### config.mk
export PLATFORM = sky130hd
export DESIGN_NAME = icache
export DESIGN_NICKNAME = d
export VERILOG_FILES = /design/src/rtl/cpu_types_pkg.sv /design/src/rtl/icache.sv
export SDC_FILE = /design/constraint.sdc
export NUM_CORES = 2
export LEC_CHECK = 0
export CELL_PAD_IN_SITES_DETAIL_PLACEMENT = 1
export CELL_PAD_IN_SITES_GLOBAL_PLACEMENT = 1
export CORE_MARGIN = 8
export CORE_UTILIZATION = 56
export DETAILED_ROUTE_END_ITERATION = 8
export GPL_TIMING_DRIVEN = 0
export PLACE_DENSITY = 0.94
export SLEW_MARGIN = 20
export SYNTH_ARGS = -nofsm -noshare
export SYNTH_HDL_FRONTEND = slang
export SYNTH_SLANG_ARGS = --single-unit
export TNS_END_PERCENT = 20
### constraint.sdc
create_clock -name CLK -period 56.9 [get_ports CLK]
set_input_delay 5.69 -clock CLK [delete_from_list [all_inputs] [get_ports CLK]]
set_output_delay 5.69 -clock CLK [all_outputs]
set_load 0.01 [all_outputs]
### src/rtl/cpu_types_pkg.sv
// Shared CPU memory-side types: word type, instruction-cache address overlay,
// frame layout and cache controller states.
package cpu_types_pkg;

  localparam int WORD_W = 32;
  localparam int IIDX_W = 4;
  localparam int ITAG_W = WORD_W - 2 - IIDX_W;

  typedef logic [WORD_W-1:0] word_t;

  typedef struct packed {
    logic [ITAG_W-1:0] tag;
    logic [IIDX_W-1:0] idx;
    logic [1:0]        bytoff;
  } icachef_t;

  typedef struct packed {
    logic              valid;
    logic [ITAG_W-1:0] tag;
    word_t             data;
  } icache_frame_t;

  typedef enum logic [0:0] {
    IDLE  = 1'b0,
    FETCH = 1'b1
  } icache_state_t;

endpackage

### src/rtl/icache.sv
// Direct-mapped, read-only instruction cache with zero-latency hits, one-word
// miss fill from the memory controller, and hit/miss performance counters.
module icache
  import cpu_types_pkg::*;
#(
  parameter int SETS = 16
) (
  input  logic        CLK,
  input  logic        RST,
  input  logic        imemREN,
  input  logic [31:0] imemaddr,
  output logic        ihit,
  output logic [31:0] imemload,
  output logic        iREN,
  output logic [31:0] iaddr,
  input  logic        iwait,
  input  logic [31:0] iload,
  output logic [31:0] hit_count,
  output logic [31:0] miss_count
);

  localparam int IDX_W = $clog2(SETS);
  localparam int TAG_W = 32 - 2 - IDX_W;

  typedef struct packed {
    logic             valid;
    logic [TAG_W-1:0] tag;
    word_t            data;
  } frame_t;

  frame_t        frame_r [SETS];
  icache_state_t state_r;
  icache_state_t state_next_s;
  logic [31:0]   miss_addr_r;
  logic [31:0]   hit_count_r;
  logic [31:0]   miss_count_r;

  logic [IDX_W-1:0] idx_s;
  logic [TAG_W-1:0] tag_s;
  logic [IDX_W-1:0] fill_idx_s;
  logic [TAG_W-1:0] fill_tag_s;
  logic             hit_s;
  logic             miss_s;
  logic             fill_s;
  logic [31:0]      load_s;
  logic             unused_s;

  assign idx_s      = imemaddr[IDX_W+1:2];
  assign tag_s      = imemaddr[31:IDX_W+2];
  assign fill_idx_s = miss_addr_r[IDX_W+1:2];
  assign fill_tag_s = miss_addr_r[31:IDX_W+2];
  // Byte offset is irrelevant for word fetches.
  assign unused_s   = ^imemaddr[1:0];

  // Lookup: hits are only reported while idle so a fill never bypasses to the datapath.
  always_comb begin
    hit_s  = 1'b0;
    load_s = 32'h0000_0000;
    if ((state_r == IDLE) && imemREN && frame_r[idx_s].valid &&
        (frame_r[idx_s].tag == tag_s)) begin
      hit_s  = 1'b1;
      load_s = frame_r[idx_s].data;
    end else begin
      hit_s  = 1'b0;
      load_s = 32'h0000_0000;
    end
  end

  assign miss_s = (state_r == IDLE) && imemREN && !hit_s;
  assign fill_s = (state_r == FETCH) && !iwait;

  // Next-state logic for the fill controller.
  always_comb begin
    state_next_s = state_r;
    case (state_r)
      IDLE: begin
        if (miss_s) state_next_s = FETCH;
        else        state_next_s = IDLE;
      end
      FETCH: begin
        if (!iwait) state_next_s = IDLE;
        else        state_next_s = FETCH;
      end
      default: state_next_s = IDLE;
    endcase
  end

  // State, miss address latch and performance counters.
  always_ff @(posedge CLK or posedge RST) begin
    if (RST) begin
      state_r      <= IDLE;
      miss_addr_r  <= 32'h0000_0000;
      hit_count_r  <= 32'h0000_0000;
      miss_count_r <= 32'h0000_0000;
    end else begin
      state_r <= state_next_s;
      if (miss_s) begin
        miss_addr_r  <= {imemaddr[31:2], 2'b00};
        miss_count_r <= miss_count_r + 32'd1;
      end
      if (hit_s) begin
        hit_count_r <= hit_count_r + 32'd1;
      end
    end
  end

  // Frame array: reset invalidates everything, a completed fill writes one frame.
  always_ff @(posedge CLK or posedge RST) begin
    if (RST) begin
      for (int i = 0; i < SETS; i++) begin
        frame_r[i] <= {($bits(frame_t)){1'b0}};
      end
    end else if (fill_s) begin
      frame_r[fill_idx_s] <= {1'b1, fill_tag_s, iload};
    end
  end

  assign ihit       = hit_s;
  assign imemload   = load_s;
  assign iREN       = (state_r == FETCH);
  assign iaddr      = miss_addr_r;
  assign hit_count  = hit_count_r;
  assign miss_count = miss_count_r;

endmodule
==> images/clock_map.png <==
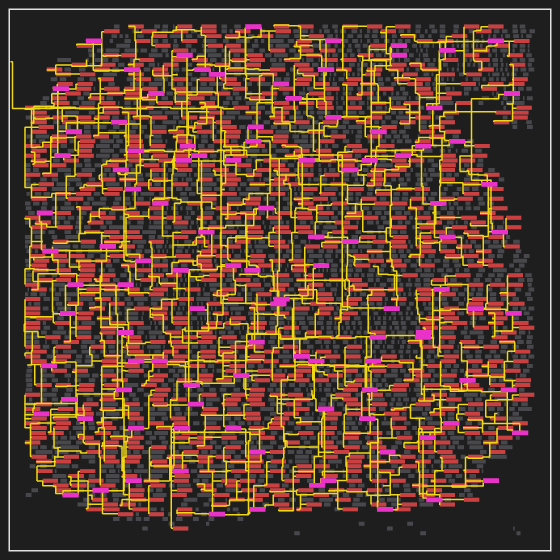
legend:
  clock wires:
    colour: yellow
    length: 14100 um
  flip-flops:
    colour: red
    count: 1039
  cells driving clock nets:
    colour: magenta
    count: 107
routed clock nets: 108
flops lie: widely spread

==> flow_metrics.env <==
# physical design summary
export IMPL_first_global_vias=36300
export IMPL_finalClockPeriodUsage_pct=30.0
export IMPL_fp_row_count=107
export IMPL_net_switching_power_mw=0.839
export IMPL_rsz0062_at_grt="no"
export IMPL_p_seq_share_pct=46.4
export IMPL_worst_slew_pin_transition_ns=1.27
export IMPL_crit_fanout=10
export IMPL_cts_sink_count=1039
export IMPL_tritoncts="yes"
export IMPL_detail_route_wirelength_mm=175
export IMPL_run_status="finished, final reports clean"
export IMPL_cts_root_buffer="clkbuf_16"
export IMPL_finalMaxSlewViolations=0
export IMPL_die_area_um2=94400
export IMPL_r2r_start="iREN"
export IMPL_share_clk_of_total_power_pct=28.4
export IMPL_synthDominantAreaCellType="dfrtp_1"
export IMPL_total_congestion_overflow_after_global_routing=0
export IMPL_drt_first_iter_violations=3145
==> images/cell_classes.png <==
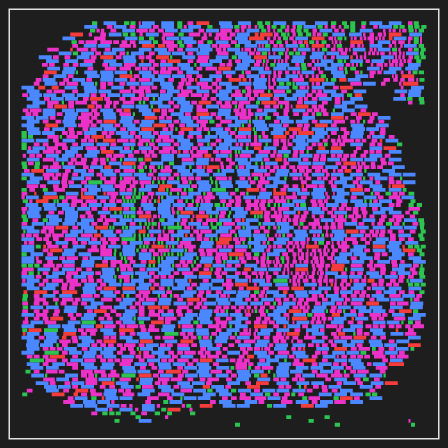
legend:
  clock drivers and dummy loads:
    colour: red
    cells: 197
    share_of_their_area: 7.0%
  flops:
    colour: blue
    cells: 1039
    share_of_their_area: 49%
  all other logic:
    colour: magenta
    cells: 1787
    share_of_their_area: 38%
  other buffers and delay cells:
    colour: green
    cells: 454
    share_of_their_area: 6.2%

-- worst max path at each step --
stage                     slack, ns            end         from
after floorplan               21.97     frame_r[0]          RST
after global placement        10.43  hit_count[29]          RST
after detailed placement      40.20   imemload[31]  imemaddr[3]
after CTS                     40.04   imemload[31]  imemaddr[3]
after global routing          39.94   imemload[31]  imemaddr[5]
final                         39.82   imemload[31]  imemaddr[3]
-- synthesized netlist by cell type (3+ instances only) --
cell and instances:
a221oi_1 3, or2_2 8, xor2_1 44, a22oi_1 22, o22ai_1 4, nand2_1 56
and2_1 9, buf_2 25, nand2b_1 22, o211ai_1 3, dfrtp_1 1039, a21oi_1 11
o21ai_0 6, buf_1 80, nand3b_1 3, nand4_1 19, nor4_2 3, nor3b_1 5
a22o_1 4, buf_4 16, nor3_1 28, clkbuf_1 122, mux4_2 241, nand3_1 35
buf_6 13, and4_1 4, and3_1 21, nor3b_2 4, inv_1 11, mux2i_1 79
nor2_1 29, mux2_2 968, nor2b_1 49, xnor2_1 51, nor4_1 5
-- metal layers --
layer | vias to the layer above | GRT usage (%)
li1 | 12000 | -
met1 | 17200 | 43.5
met2 | 2059 | 59.8
met3 | 852 | 10.2
met4 | 6 | 24.6
met5 | - | 0
-- critical path: cells and delay by family --
kind / cells / cell delay [ns]
AOI/OAI and AO/OA: 2 / 0.79
buffers and inverters: 7 / 3.01
xor gates and xnor gates: 1 / 0.55
and+or+nand+nor: 2 / 0.91
muxes: 1 / 0.41
-- logic make-up after synthesis --
logic type	count (synthesis)
compound gates	80
xor+xnor	95
fa+ha+maj	2
buf+inv	267
flops	1039
mux	1288
other cells	1
simple gates	309
-- layout make-up --
cell class	count	area, um2
multi-input cells	1776	20300
repair buffers	198	2180
diodes	9	22.5
flip-flops and latches	1039	26000
plain buffers	256	1170
clock buffers	151	3140
clock inverters	46	613
inverters	11	48.8
fillers	7404	29700
well taps	1144	1430
-- metrics by stage --
stage | instance area (um2) | instances | total power, mW
after floorplan | 47500 | 3082 | 1.63
after global placement | 50800 | 4412 | 1.77
after detailed placement | 51100 | 4423 | 1.86
after CTS | 54900 | 4620 | 2.69
after global routing | 54900 | 4623 | 2.77
final | 54900 | 4630 | 2.70
-- sequential cells by signal (all words and copies together) (netlist names) --
name        flops
frame_r       944
hit_count      32
iREN            1
iaddr          30
miss_count     32
-- power groups by stage --
| stage | clock [mW] | combinational [mW] | sequential, mW |
|---|---|---|---|
| global placement | 0 | 0.583 | 1.19 |
| CTS | 0.768 | 0.676 | 1.24 |
| floorplan | 0 | 0.478 | 1.15 |
| detailed placement | 0 | 0.641 | 1.22 |
| finish | 0.767 | 0.682 | 1.25 |
| global route | 0.791 | 0.710 | 1.27 |
Power and IR drop assume default switching activity.
